$ cat config.mk
export PLATFORM = sky130hd
export DESIGN_NAME = switch_mmio_port
export DESIGN_NICKNAME = d
export VERILOG_FILES = /design/src/rtl/mmio_pkg.sv /design/src/rtl/sync_debounce.sv /design/src/rtl/switch_mmio_port.sv
export SDC_FILE = /design/constraint.sdc
export NUM_CORES = 1
export LEC_CHECK = 0
export CAP_MARGIN = 20
export CORE_MARGIN = 2
export CORE_UTILIZATION = 47
export CTS_CLUSTER_DIAMETER = 200
export DETAILED_ROUTE_END_ITERATION = 8
export PLACE_DENSITY = 0.73
export SYNTH_ARGS = -nofsm -noshare
export SYNTH_HDL_FRONTEND = slang
export SYNTH_SLANG_ARGS = --single-unit
$ cat constraint.sdc
create_clock -name clk -period 3.49 [get_ports clk]
set_clock_uncertainty 0.05 [all_clocks]
set_input_delay 0.8725 -clock clk [delete_from_list [all_inputs] [get_ports clk]]
set_output_delay 0.8725 -clock clk [all_outputs]
set_load 0.05 [all_outputs]
$ cat src/rtl/mmio_pkg.sv
// Shared constants for the CPU memory-mapped peripherals.
//   SW_BASE_ADDR  : default word address of the switch port window
//   sw_reg_e      : register offsets inside the 4-word switch window
//   ST_CHANGE     : STATUS bit holding the sticky change flag (write 1 to clear)
//   ST_IRQ_EN     : STATUS bit holding the interrupt enable
package mmio_pkg;

   localparam logic [15:0] SW_BASE_ADDR = 16'hFF00;

   typedef enum logic [1:0] {
      SW_REG_DATA   = 2'd0,
      SW_REG_STATUS = 2'd1,
      SW_REG_RAW    = 2'd2,
      SW_REG_EVCNT  = 2'd3
   } sw_reg_e;

   localparam int unsigned ST_CHANGE = 0;
   localparam int unsigned ST_IRQ_EN = 8;

endpackage

$ cat src/rtl/sync_debounce.sv
// Two-flop synchronizer followed by a whole-vector debouncer.
//   clk, reset : system clock, synchronous active-high reset
//   sw_i       : raw asynchronous inputs
//   sw_sync_o  : synchronized (not debounced) inputs
//   stable_o   : debounced value; only a value held for CYCLES compares is accepted
//   changed_o  : high for the one cycle in which stable_o is about to take a new value
module sync_debounce #(
   parameter int unsigned WIDTH  = 8,
   parameter int unsigned CYCLES = 50000
) (
   input  logic             clk,
   input  logic             reset,
   input  logic [WIDTH-1:0] sw_i,
   output logic [WIDTH-1:0] sw_sync_o,
   output logic [WIDTH-1:0] stable_o,
   output logic             changed_o
);

   localparam int unsigned     CntW   = $clog2(CYCLES);
   localparam logic [CntW-1:0] CntMax = CntW'(CYCLES - 1);

   logic [WIDTH-1:0] sw_s1_q, sw_s2_q;
   logic [WIDTH-1:0] cand_q, cand_d;
   logic [WIDTH-1:0] stable_q, stable_d;
   logic [CntW-1:0]  count_q, count_d;

   // The counter saturates at CntMax, so "settled" stays true while the input holds.
   assign changed_o = (sw_s2_q == cand_q) && (count_q == CntMax) && (stable_q != cand_q);

   always_comb begin
      cand_d   = cand_q;
      count_d  = count_q;
      stable_d = stable_q;
      if (sw_s2_q != cand_q) begin
         cand_d  = sw_s2_q;
         count_d = '0;
      end else if (count_q != CntMax) begin
         count_d = count_q + 1'b1;
      end else if (changed_o) begin
         stable_d = cand_q;
      end
   end

   always_ff @(posedge clk) begin
      if (reset) begin
         sw_s1_q  <= '0;
         sw_s2_q  <= '0;
         cand_q   <= '0;
         count_q  <= '0;
         stable_q <= '0;
      end else begin
         sw_s1_q  <= sw_i;
         sw_s2_q  <= sw_s1_q;
         cand_q   <= cand_d;
         count_q  <= count_d;
         stable_q <= stable_d;
      end
   end

   assign sw_sync_o = sw_s2_q;
   assign stable_o  = stable_q;

endmodule

$ cat src/rtl/switch_mmio_port.sv
// Memory-mapped switch input port: debounced switches, sticky change flag,
// change-event counter and interrupt, in a 4-word CPU window.
//   clk, reset     : system clock, synchronous active-high reset
//   switches       : raw board switches
//   addr           : CPU word address; hit is combinational window decode
//   rd_en          : read strobe; rdata/rvalid follow on the next edge
//   wren, wdata    : write strobe and data
//   rdata, rvalid  : registered read response, zero when no read hit
//   irq            : registered change_flag & irq_en
module switch_mmio_port
   import mmio_pkg::*;
#(
   parameter int unsigned           SW_WIDTH        = 8,
   parameter int unsigned           ADDR_WIDTH      = 16,
   parameter int unsigned           DATA_WIDTH      = 16,
   parameter logic [ADDR_WIDTH-1:0] BASE_ADDR       = ADDR_WIDTH'(SW_BASE_ADDR),
   parameter int unsigned           DEBOUNCE_CYCLES = 50000
) (
   input  logic                  clk,
   input  logic                  reset,
   input  logic [SW_WIDTH-1:0]   switches,
   input  logic [ADDR_WIDTH-1:0] addr,
   input  logic                  rd_en,
   input  logic                  wren,
   input  logic [DATA_WIDTH-1:0] wdata,
   output logic [DATA_WIDTH-1:0] rdata,
   output logic                  rvalid,
   output logic                  hit,
   output logic                  irq
);

   logic [SW_WIDTH-1:0] sw_sync, stable;
   logic                changed;

   sync_debounce #(
      .WIDTH  (SW_WIDTH),
      .CYCLES (DEBOUNCE_CYCLES)
   ) u_sync_debounce (
      .clk       (clk),
      .reset     (reset),
      .sw_i      (switches),
      .sw_sync_o (sw_sync),
      .stable_o  (stable),
      .changed_o (changed)
   );

   sw_reg_e reg_sel;
   logic    rd_hit, wr_status, wr_evcnt;

   assign hit       = (addr[ADDR_WIDTH-1:2] == BASE_ADDR[ADDR_WIDTH-1:2]);
   assign reg_sel   = sw_reg_e'(addr[1:0]);
   assign rd_hit    = rd_en && hit;
   assign wr_status = wren && hit && (reg_sel == SW_REG_STATUS);
   assign wr_evcnt  = wren && hit && (reg_sel == SW_REG_EVCNT);

   logic                  change_flag_q, change_flag_d;
   logic                  irq_en_q, irq_en_d;
   logic [DATA_WIDTH-1:0] event_count_q, event_count_d;
   logic [DATA_WIDTH-1:0] rdata_q, rdata_d;
   logic                  rvalid_q, irq_q;
   logic [DATA_WIDTH-1:0] status_word, rd_word;

   // Only two STATUS bits and nothing else of wdata are architected.
   logic unused_wdata;
   assign unused_wdata = ^wdata;

   always_comb begin
      status_word            = '0;
      status_word[ST_CHANGE] = change_flag_q;
      status_word[ST_IRQ_EN] = irq_en_q;
      rd_word                = '0;
      unique case (reg_sel)
         SW_REG_DATA:   rd_word = DATA_WIDTH'(stable);
         SW_REG_STATUS: rd_word = status_word;
         SW_REG_RAW:    rd_word = DATA_WIDTH'(sw_sync);
         SW_REG_EVCNT:  rd_word = event_count_q;
         default:       rd_word = '0;
      endcase
   end

   always_comb begin
      // A change landing in the same cycle as a W1C keeps the flag set.
      change_flag_d = change_flag_q;
      if (wr_status && wdata[ST_CHANGE]) change_flag_d = 1'b0;
      if (changed) change_flag_d = 1'b1;

      irq_en_d = wr_status ? wdata[ST_IRQ_EN] : irq_en_q;

      // A write clears the counter even if an event lands in the same cycle.
      event_count_d = event_count_q + DATA_WIDTH'(changed);
      if (wr_evcnt) event_count_d = '0;

      // Read sees pre-write state since rd_word comes from the _q registers.
      rdata_d = rd_hit ? rd_word : '0;
   end

   always_ff @(posedge clk) begin
      if (reset) begin
         change_flag_q <= 1'b0;
         irq_en_q      <= 1'b0;
         event_count_q <= '0;
         rdata_q       <= '0;
         rvalid_q      <= 1'b0;
         irq_q         <= 1'b0;
      end else begin
         change_flag_q <= change_flag_d;
         irq_en_q      <= irq_en_d;
         event_count_q <= event_count_d;
         rdata_q       <= rdata_d;
         rvalid_q      <= rd_hit;
         irq_q         <= change_flag_q & irq_en_q;
      end
   end

   assign rdata  = rdata_q;
   assign rvalid = rvalid_q;
   assign irq    = irq_q;

endmodule

==> run_1/met2.png <==
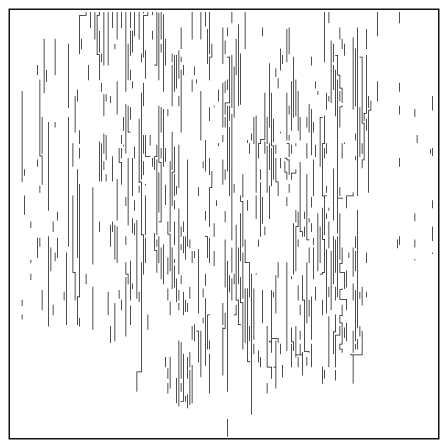
main direction: vertical
longest straight run: 35.0 microns
share of all routed wire: 48%

==> run_1/density.png <==
Scale bar: 20 microns. The die is cut into 9 by 9 equal tiles; dark blue is low, red is high, 0 to 100% covered.
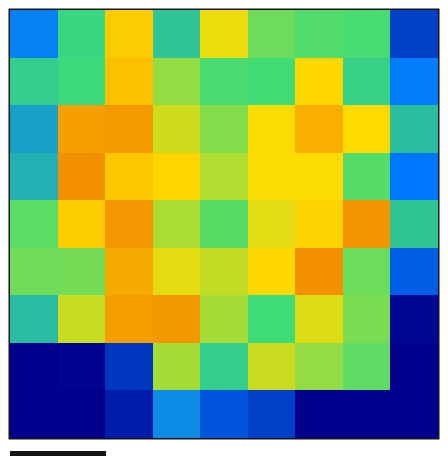
fullest tile: 84%
emptiest ninth of the die: south-west
tiles over 75% full: 24%
mean over tiles: 51%

==> summary.txt, run 1 <==
yosys + openroad results -> outcome finished clean, area post-placement 4010 sq um, Leak 1.56 nW, ao+oa area frac approximately 5.2%, Initial Utilization 47.8%, fa+ha+maj area frac about 1.1%, Ys Warns 0, Clk pwr share roughly 40%, grt peak-use layer met2, hold_sp u_sync_debounce.sw_s1_q[4]$_SDFF_PP0_, DRT Pass-1 Iters 4, TritonCTS Buffers 9, Post-Layout Cell Count 505, Seq pwr share 54.7%, H-tree depth 3, yosys simple share a little over a quarter, most common cell in the synthesized netlist dfxtp_1, CP Cell Sequence clkdlybuf4s50_1, or4_1, or4_4, clkinv_2, buf_12, CP max FO 2, Clock transition at path regs ~0.070 ns, Top-Level Pins between 60 and 70, crit path DRT ~2.6 ns, Pins Over Slew Limit 0, XOR/XNOR Fraction of Synth Area approximately a tenth, Clk. pwr ~0.00072 W, Yosys top cell area share 49.3%, FF-to-FF path depth 11, synthesis area per yosys 3410 sq um, tool warnings ~40, vias in the first global route ~2200, critical path class input port to primary output, Cells after Synth roughly 350, Hold EP u_sync_debounce.sw_sync_o[4]$_SDFF_PP0_, Mapped Area 3410 sq um, Post-synth ARST share 0%, NetSw roughly 0.00037 W, critical path's slowest cell or4_4, top sig layer met4, Synth area leaders dfxtp_1 (49%), xor2_1 (5.1%), mux2i_1 (4.7%), nor2_1 (4.6%), nor2b_1 (4.6%), Final min period between 3 and 4 ns
==> run_1/met1.png <==
Cells faint in the background.
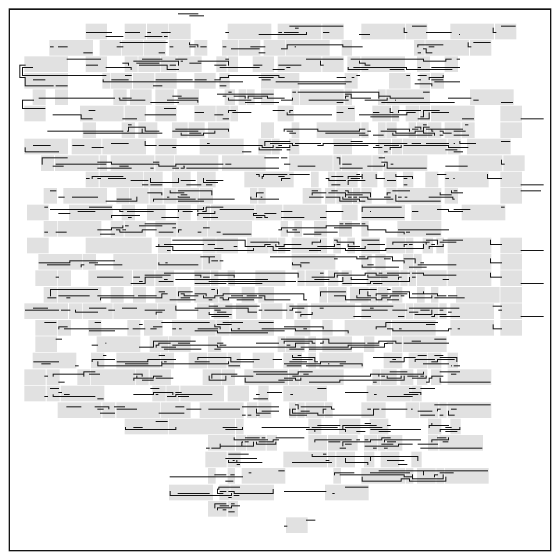
longest straight run: 25.3 microns
nets with wire on the layer: 402
main direction: horizontal

==> run_1/drive_strength.png <==
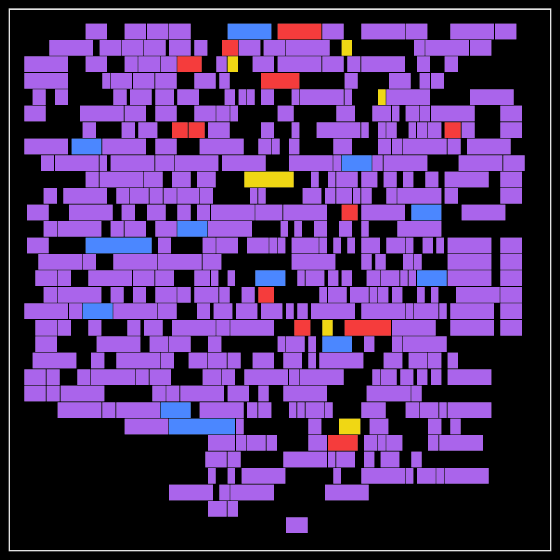
[drive 6 and up] blue | cells: 12 | share: 3.0% | most used: clkbuf_8
[drive 1 or less] purple | cells: 376 | share: 93% | most used: dfxtp_1
[drive 3 to 4] red | cells: 12 | share: 3.0% | most used: buf_4
[drive 2] yellow | cells: 6 | share: 1.5% | most used: clkinv_2
Non-Clock Buffer Count: 54
worst setup margin: 0.0546 ns

-- run 1: placed cells by master, fill, tap and decap left out, types with 5 or more instances in the layout --
cell type / n
a21oi_1: 16
and3_1: 10
buf_4: 6
clkbuf_8: 9
clkdlybuf4s50_1: 47
dfxtp_1: 84
inv_1: 5
mux2i_1: 16
nand2_1: 10
nand2b_1: 19
nand3_1: 14
nand4_1: 6
nor2_1: 42
nor2b_1: 25
o21ai_0: 9
or3_1: 7
xnor2_1: 17
xor2_1: 20
-- run 1: layout make-up --
type                    instances  area (sq um)  area share (%)
clock inverters                 5          77.6            1.84
inverters                       7          27.5           0.653
clock buffers                  10           128            3.03
well taps                      99           124            2.94
repair buffers                 54           536            12.7
flip-flops and latches         84          1680            39.9
multi-input cells             246          1640            38.9
==> run 2: changes to the inputs <==
- CAP_MARGIN: 20 -> default
- GPL_TIMING_DRIVEN: default -> 1
==> summary.txt, run 2 <==
yosys + openroad results -> outcome finished clean, Gate Area 1640 sq um (unchanged), Clock transition at path regs 0.07 ns (about the same), vias in the first global route 2235 (unchanged), Reg area 1680 sq um (unchanged), H-tree depth 3 (unchanged), worst setup margin 0.0546 ns (unchanged), Mapped Area 3410 sq um (unchanged), Non-clock inverters 7 (unchanged), clock buffers 10 (unchanged), signal buffers share of area 12.7% (unchanged), Clk. pwr 0.000717 W (about the same), Clk pwr share 40.1% (about the same), Yosys top cell area share 49.3% (unchanged), Leak 1.56 nW (unchanged), critical path class input port to primary output, synthesis area per yosys 3410 sq um (unchanged), area post-placement 4010 sq um (unchanged), crit path DRT 2.57 ns (about the same), Hold EP u_sync_debounce.sw_sync_o[4]$_SDFF_PP0_, Top-Level Pins 63 (unchanged), FF-to-FF path depth 11 (unchanged), Post-synth ARST share 0% (unchanged), Initial Utilization 47.8% (unchanged), most frequent logic cell in the layout dfxtp_1, TritonCTS Buffers 9 (unchanged), DRT Pass-1 Iters 4 (unchanged), fraction of area in multi-input gates 38.9% (unchanged), largest class flip-flops and latches
## run 2: worst max-delay path by stage
stage	slack, ns	end
after global placement	0.05	hit
after detailed placement	0.05	hit
after global routing	0.0006	hit
after floorplan	0.43	event_count_q[12]$_SDFF_PP0_
final	0.05	hit
after CTS	0.05	hit
## run 2: logic make-up after synthesis
group           share of synthesized area (%)
simple gates                             26.9
flops                                    49.3
xor+xnor                                 9.50
compound gates                           5.21
buf+inv                                  2.68
mux                                      5.35
fa+ha+maj                                1.10
## run 2: per-layer routing
layer	wire (microns)	vias up	part of all wire, %
met4	97	0	1.6
met1	2890	1144	46
met3	246	11	3.9
met2	3010	44	48
li1	-	1291	-
met5	0	-	0
## run 2: critical path, cell delays in order
cell	delay [ns]
clkdlybuf4s50_1	0.39
or4_1	0.51
or4_4	0.53
clkinv_2	0.08
buf_12	0.13
==> run_2/met2.png <==
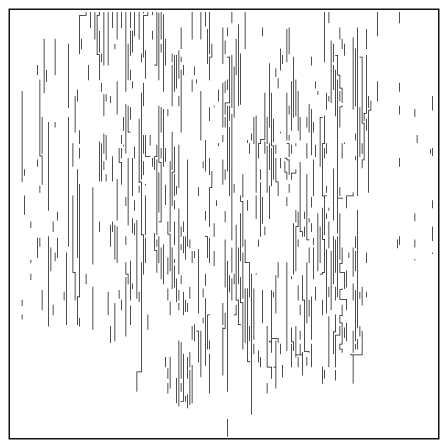
nets with wire on the layer: 345
wire length on this layer: 3010 microns
main direction: vertical
share of all routed wire: 48%

==> run_2/drive_strength.png <==
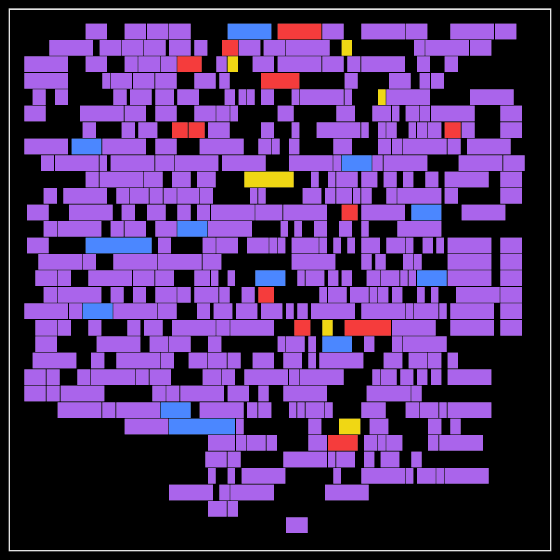
[drive 6 and up] blue | cells: 12 | share: 3.0% | most used: clkbuf_8
[drive 2] yellow | cells: 6 | share: 1.5% | most used: clkinv_2
[drive 1 or less] purple | cells: 376 | share: 93% | most used: dfxtp_1
[drive 3 to 4] red | cells: 12 | share: 3.0% | most used: buf_4
final instance area: 4210 sq um
P&R area growth vs syn: 23.5%

Power is estimated from default activity; no workload was simulated.
